Signal wires on met2:
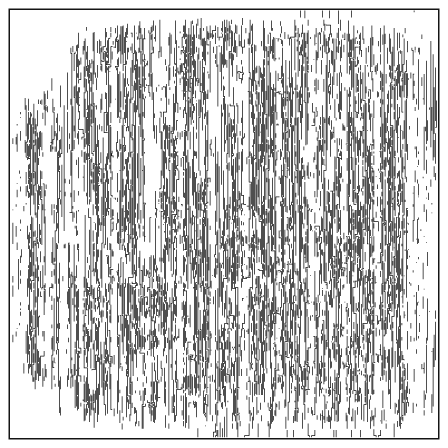
M1 wires:
Cells faint in the background.
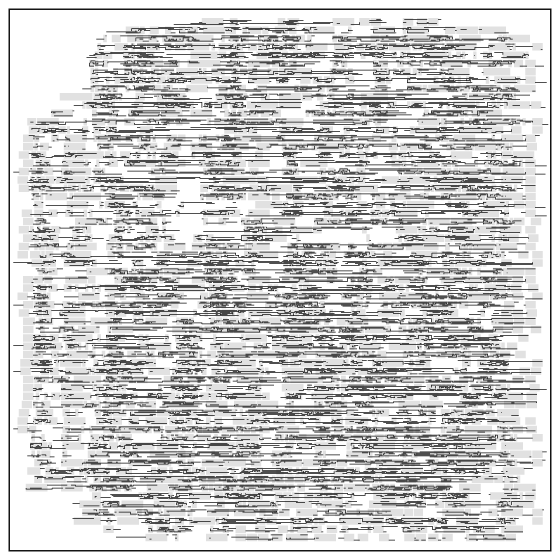
Congestion heat map:
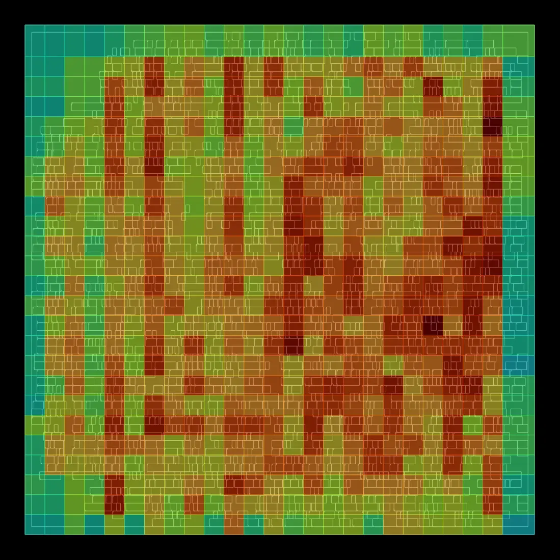
Signal wires on met4:
Cells faint in the background.
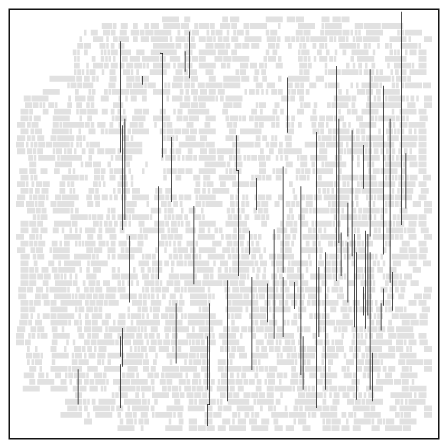
Local utilization:
Scale bar: 50 um. The die is cut into 18 by 18 equal tiles; dark blue is low, red is high, 0 to 100% covered.
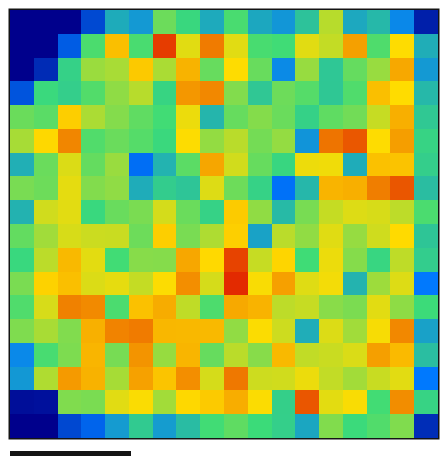
$ cat src/rtl/mips_pkg.sv
// Shared MIPS datapath types: multiply/divide opcode encoding and defaults.
package mips_pkg;

  localparam int unsigned MULDIV_OP_WIDTH      = 2;
  localparam int unsigned MULDIV_DEFAULT_WIDTH = 32;

  typedef enum logic [MULDIV_OP_WIDTH-1:0] {
    MD_MULT  = 2'd0,
    MD_MULTU = 2'd1,
    MD_DIV   = 2'd2,
    MD_DIVU  = 2'd3
  } muldiv_op_t;

  typedef enum logic [1:0] {
    StIdle,
    StCalc,
    StFix
  } md_state_e;

endpackage

$ cat src/rtl/mips_muldiv_signfix.sv
// Conditional two's-complement negation of a pair of words, either lane by lane
// or as one double-width value (joint_i) for full products.
module mips_muldiv_signfix #(
  parameter int unsigned W = 32
) (
  input  logic [W-1:0] in_hi_i,
  input  logic [W-1:0] in_lo_i,
  input  logic         neg_hi_i,
  input  logic         neg_lo_i,
  input  logic         joint_i,
  output logic [W-1:0] out_hi_o,
  output logic [W-1:0] out_lo_o
);

  always_comb begin
    out_hi_o = in_hi_i;
    out_lo_o = in_lo_i;
    if (joint_i) begin
      // Joint mode uses neg_lo_i as the sign of the whole 2W value.
      if (neg_lo_i) {out_hi_o, out_lo_o} = -{in_hi_i, in_lo_i};
    end else begin
      if (neg_hi_i) out_hi_o = -in_hi_i;
      if (neg_lo_i) out_lo_o = -in_lo_i;
    end
  end

endmodule

$ cat src/rtl/mips_muldiv_seq.sv
// Iterative MULT/MULTU/DIV/DIVU unit: shift-add multiply, restoring divide,
// WIDTH iterations plus one sign-fix cycle; result held in hi/lo.
module mips_muldiv_seq
  import mips_pkg::*;
#(
  parameter int unsigned WIDTH = MULDIV_DEFAULT_WIDTH
) (
  input  logic                       clk,
  input  logic                       rst,
  input  logic                       start,
  input  logic [MULDIV_OP_WIDTH-1:0] op,
  input  logic [WIDTH-1:0]           operand_a,
  input  logic [WIDTH-1:0]           operand_b,
  input  logic                       flush,
  output logic                       busy,
  output logic                       done,
  output logic [WIDTH-1:0]           hi,
  output logic [WIDTH-1:0]           lo,
  output logic                       div_by_zero
);

  localparam int unsigned CntW = $clog2(WIDTH + 1);
  localparam logic [CntW-1:0] LastIter = CntW'(WIDTH - 1);

  md_state_e          state_q, state_d;
  logic [CntW-1:0]    cnt_q, cnt_d;
  logic               is_div_q, is_div_d;
  logic               neg_a_q, neg_a_d, neg_b_q, neg_b_d;
  logic [WIDTH-1:0]   a_q, a_d, opnd_q, opnd_d;
  logic [2*WIDTH-1:0] acc_q, acc_d;
  logic [WIDTH-1:0]   rem_q, rem_d;
  logic [WIDTH-1:0]   hi_q, hi_d, lo_q, lo_d;
  logic               dbz_q, dbz_d, done_q, done_d;

  muldiv_op_t       op_e;
  logic             signed_op, neg_a_in, neg_b_in;
  logic [WIDTH-1:0] mag_a, mag_b, fix_hi, fix_lo;
  logic [WIDTH:0]   mul_sum, div_shift, div_diff;

  assign op_e      = muldiv_op_t'(op);
  assign signed_op = (op_e == MD_MULT) || (op_e == MD_DIV);
  assign neg_a_in  = signed_op && operand_a[WIDTH-1];
  assign neg_b_in  = signed_op && operand_b[WIDTH-1];

  // Magnitude of the most-negative value is exact when read as unsigned.
  mips_muldiv_signfix #(.W(WIDTH)) u_abs (
    .in_hi_i  (operand_a),
    .in_lo_i  (operand_b),
    .neg_hi_i (neg_a_in),
    .neg_lo_i (neg_b_in),
    .joint_i  (1'b0),
    .out_hi_o (mag_a),
    .out_lo_o (mag_b)
  );

  mips_muldiv_signfix #(.W(WIDTH)) u_fix (
    .in_hi_i  (is_div_q ? rem_q : acc_q[2*WIDTH-1:WIDTH]),
    .in_lo_i  (acc_q[WIDTH-1:0]),
    .neg_hi_i (is_div_q ? neg_a_q : (neg_a_q ^ neg_b_q)),
    .neg_lo_i (neg_a_q ^ neg_b_q),
    .joint_i  (!is_div_q),
    .out_hi_o (fix_hi),
    .out_lo_o (fix_lo)
  );

  assign mul_sum   = {1'b0, acc_q[2*WIDTH-1:WIDTH]} + (acc_q[0] ? {1'b0, opnd_q} : '0);
  assign div_shift = {rem_q, acc_q[WIDTH-1]};
  assign div_diff  = div_shift - {1'b0, opnd_q};

  always_comb begin
    state_d  = state_q;
    cnt_d    = cnt_q;
    is_div_d = is_div_q;
    neg_a_d  = neg_a_q;
    neg_b_d  = neg_b_q;
    a_d      = a_q;
    opnd_d   = opnd_q;
    acc_d    = acc_q;
    rem_d    = rem_q;
    hi_d     = hi_q;
    lo_d     = lo_q;
    dbz_d    = dbz_q;
    done_d   = 1'b0;
    unique case (state_q)
      StIdle: begin
        if (start && !flush) begin
          state_d  = StCalc;
          cnt_d    = '0;
          is_div_d = (op_e == MD_DIV) || (op_e == MD_DIVU);
          neg_a_d  = neg_a_in;
          neg_b_d  = neg_b_in;
          a_d      = operand_a;
          // Low half holds the multiplier or the dividend being shifted out.
          opnd_d   = mag_b;
          acc_d    = {{WIDTH{1'b0}}, mag_a};
          rem_d    = '0;
        end
      end
      StCalc: begin
        if (flush) begin
          state_d = StIdle;
        end else begin
          if (is_div_q) begin
            if (!div_diff[WIDTH]) begin
              rem_d = div_diff[WIDTH-1:0];
              acc_d = {acc_q[2*WIDTH-1:WIDTH], acc_q[WIDTH-2:0], 1'b1};
            end else begin
              rem_d = div_shift[WIDTH-1:0];
              acc_d = {acc_q[2*WIDTH-1:WIDTH], acc_q[WIDTH-2:0], 1'b0};
            end
          end else begin
            acc_d = {mul_sum, acc_q[WIDTH-1:1]};
          end
          cnt_d = cnt_q + 1'b1;
          if (cnt_q == LastIter) state_d = StFix;
        end
      end
      StFix: begin
        state_d = StIdle;
        if (!flush) begin
          dbz_d  = is_div_q && (opnd_q == '0);
          hi_d   = dbz_d ? a_q : fix_hi;
          lo_d   = dbz_d ? '1 : fix_lo;
          done_d = 1'b1;
        end
      end
      default: state_d = StIdle;
    endcase
  end

  always_ff @(posedge clk) begin
    if (rst) begin
      state_q  <= StIdle;
      cnt_q    <= '0;
      is_div_q <= 1'b0;
      neg_a_q  <= 1'b0;
      neg_b_q  <= 1'b0;
      a_q      <= '0;
      opnd_q   <= '0;
      acc_q    <= '0;
      rem_q    <= '0;
      hi_q     <= '0;
      lo_q     <= '0;
      dbz_q    <= 1'b0;
      done_q   <= 1'b0;
    end else begin
      state_q  <= state_d;
      cnt_q    <= cnt_d;
      is_div_q <= is_div_d;
      neg_a_q  <= neg_a_d;
      neg_b_q  <= neg_b_d;
      a_q      <= a_d;
      opnd_q   <= opnd_d;
      acc_q    <= acc_d;
      rem_q    <= rem_d;
      hi_q     <= hi_d;
      lo_q     <= lo_d;
      dbz_q    <= dbz_d;
      done_q   <= done_d;
    end
  end

  assign busy        = (state_q != StIdle);
  assign done        = done_q;
  assign hi          = hi_q;
  assign lo          = lo_q;
  assign div_by_zero = dbz_q;

endmodule
$ cat config.mk
export PLATFORM = sky130hd
export DESIGN_NAME = mips_muldiv_seq
export DESIGN_NICKNAME = d
export VERILOG_FILES = /design/src/rtl/mips_pkg.sv /design/src/rtl/mips_muldiv_signfix.sv /design/src/rtl/mips_muldiv_seq.sv
export SDC_FILE = /design/constraint.sdc
export NUM_CORES = 1
export LEC_CHECK = 0
export CAP_MARGIN = 20
export CORE_MARGIN = 2
export CORE_UTILIZATION = 55
export CTS_BUF_LIST = sky130_fd_sc_hd__clkbuf_16
export CTS_CLUSTER_SIZE = 20
export DETAILED_ROUTE_END_ITERATION = 12
export PLACE_DENSITY = 0.76
export SLEW_MARGIN = 10
export SYNTH_ARGS = -nofsm -noshare
export SYNTH_HDL_FRONTEND = slang
export SYNTH_SLANG_ARGS = --single-unit
$ cat constraint.sdc
create_clock -name clk -period 9.95 [get_ports clk]
set_input_delay 0.995 -clock clk [delete_from_list [all_inputs] [get_ports clk]]
set_output_delay 0.995 -clock clk [all_outputs]
set_load 0.1 [all_outputs]
==> metrics.cfg <==
[logic_synthesis]
ys_types=73
synthTopCellsByCount=nor2_1 (272), nand2_1 (238), dfxtp_1 (237)
synth_top_area_share_pct=29.0
synthesis.area_mm2=0.0164
synth_async_sr_flop_share_pct=0
synth_nets=2287
yosysCellCount=2146
avgSynthCellArea_um2=7.64
post-synth-top-area-cell=dfxtp_1
ys.flops=237
yosys-stat-area_mm2=0.0164
enable_flop_cells=0
most_common_cell=nor2_1
ys_seq_share_pct=29.0
post_synth_inst_count=2146
flop_cell=dfxtp_1
ys_top_cells_by_area=dfxtp_1 (29%), nor2_1 (6.2%), xnor2_1 (5.8%), nand2_1 (5.5%), ha_1 (5.3%)

[status]
outcome=completed

[sta]
timing.final.crit_period_ns=4.71
timing_max_transition_violations_final=0
finalHoldViolCount=0
worstMarginPinSlew_ns=1.05
final.period_utilization_pct=47.3
grt_setup_unrepaired=false
tns_ns=0
finalWorstSetupSlack_ns=5.24
hold_ws_ns=0.451
maxClockFrequency_mhz=212
setup_violations=0

[die]
io_pins=137
rows=63

[detailed_routing]
drt_first_iter_violations=1688
ant_nets=0
average_via_count_per_standard_cell=6.31
number_of_detailed_route_iterations_in_the_first_pass=6
drt_drc_violations_left=0

[pwr]
peakVddDrop_uv=121
total_leakage_power_nw=7.01
post-layout-total-power_w=0.00252

[global_route]
globalRouteOverflowTotal=0
grt_pass1_vias=15395
antenna_violations_before_repair=2
maximum_number_of_pins_on_one_net_before_global_route_repair=96
wire_length_of_the_first_global_routing_pass_mm=83.6

[layout]
layout.filler_cells=2642
final_layout_size_suffix_gt1_share_pct=4.96
nets=2340
comb_area_mm2=0.0109
area.growth.synth_to_final_pct=15.2

[setup_path]
worstPathMaxFanout=95
crit_path_end_kind=flip-flop
crit_required_ns=10.34
max_stage_delay_ns=0.86
startpoint_class=flip-flop
cpMaxStageDelayCell=buf_4
worstRegToRegCells=11
worst-endpoint-arrival_ns=5.10
worst-setup-path-type=flip-flop to flip-flop

[min_path]
worst_hold_path_stage_count=2
worst_hold_path_type=flip-flop to flip-flop

[flow_run]
max_cap_violations=0
log.warning_count=26

[clocking]
htree_num_levels=1
postCtsSetupBuffers=0
clock-root-buffer=clkbuf_16
clkLatencyLatePin_ns=0.55
cts_hold_buffers=0
clock_sinks=237
clk_pin_slew_worst_paths_ns=0.07

[placed_design]
dp.final_hpwl_mm=40.1
pre_cts_ws_ns=5.11
count_of_input_and_output_buffers=136

Notes on 'signal wires on met2' above:
longest straight run: 59.5 um
main direction: vertical
final routed wirelength across all metal layers: 53.3 mm
routed vias: 16474
met2 track demand over resource in global routing: 54.9%

Notes on 'M1 wires' above:
longest straight run: 43.7 um
main direction: horizontal
nets with wire on the layer: 2154
wire length on this layer: 22.2 mm
grt met1 use: 44.5%

Notes on 'congestion heat map' above:
met3 track demand over resource: 5.51%
total routing resource utilization after global routing: 33.5%
detail-routed net length per standard cell: 20.4 um

Notes on 'signal wires on met4' above:
longest straight run: 114 um
main direction: vertical
wire length on this layer: 1980 um

Notes on 'local utilization' above:
nearly empty tiles: 2.5%
emptiest ninth of the die: north-west
mean over tiles: 59%
tiles over 75% full: 21%
fullest tile: 95%
share of the core filled with cells: 64.1%
initial standard-cell utilization of the core: 55.6%
Std-Cell Core Area: 0.0295 mm2

per-stage QoR:
stage / cell area (um2) / instances
after detailed placement: 17900 / 2558
after global placement: 17900 / 2557
after floorplan: 16400 / 2146
after CTS: 18800 / 2606
after global routing: 18900 / 2609
final: 18900 / 2610
worst max-delay path, delay by kind of cell, from the launching register on:
family | cells | cell delay [ns]
AND-OR/OR-AND | 4 | 0.66
adder cells (fa/ha/maj) | 1 | 0.26
buffers and inverters | 1 | 0.86
flip-flops | 1 | 0.74
multiplexers | 2 | 0.53
AND/OR/NAND/NOR | 3 | 1.49
worst paths after layout:
check	from	to	slack, ns
setup reg to reg	is_div_q	hi[28]	5.24
setup / recovery	is_div_q	hi[28]	5.24
hold / removal	hi[11]	hi[11]	0.45
hold reg to reg	hi[11]	hi[11]	0.45
power breakdown:
part           internal, W  switching, W
logic             0.000175      0.000281
registers         0.000974     0.0000348
clock network     0.000638      0.000419
registers in the layout, summed over array words and instances (netlist names):
name         cells
acc_q           64
a_q             32
hi              32
lo              32
opnd_q          32
rem_q           32
cnt_q            6
state_q          2
div_by_zero      1
done             1
is_div_q         1
neg_a_q          1
neg_b_q          1
layout by cell type (no fill, tap or decap), types with 26 or more instances in the layout:
master             n
nand3_1           35
dfxtp_1          236
a21oi_1          170
xor2_1            67
nand2_1          238
o211ai_1          28
clkdlybuf4s50_1  135
ha_1              69
xnor2_1          108
nor2_1           270
inv_1             59
clkbuf_16         28
a21o_1            34
a211oi_1          51
o22ai_1           26
buf_4             26
mux2i_1           77
nor3_1            61
o21ai_0          105
metal layers:
metal	wire, um	vias up	share of wire, %
li1	-	7862	-
met5	0	-	0
met2	24000	778	45
met4	1980	0	3.7
met1	22200	7711	42
met3	5030	123	9.4
kinds of logic (layout without fill, tap and decap cells):
family,count (synthesis),in the layout,share of synthesized area (%)
and+or+nand+nor,778,778,22.1
AOI/OAI and AO/OA,605,605,24.2
DFF,237,237,29.0
buffers and inverters,196,269,4.70
xor gates and xnor gates,177,177,9.46
muxes,82,82,5.05
adders and majority gates,71,71,5.51
other,0,1,0
final cells by class:
type / count / area share (%)
tap: 390 / 2.58
multi-input combinational: 1713 / 57.8
sequential: 237 / 25.1
clock buffer: 28 / 3.71
inverter: 58 / 1.15
antenna: 1 / 0.0133
clock inverter: 20 / 1.24
timing repair buffer: 163 / 8.40
Power figures rest on the tool's default switching activity, not on a simulated workload.
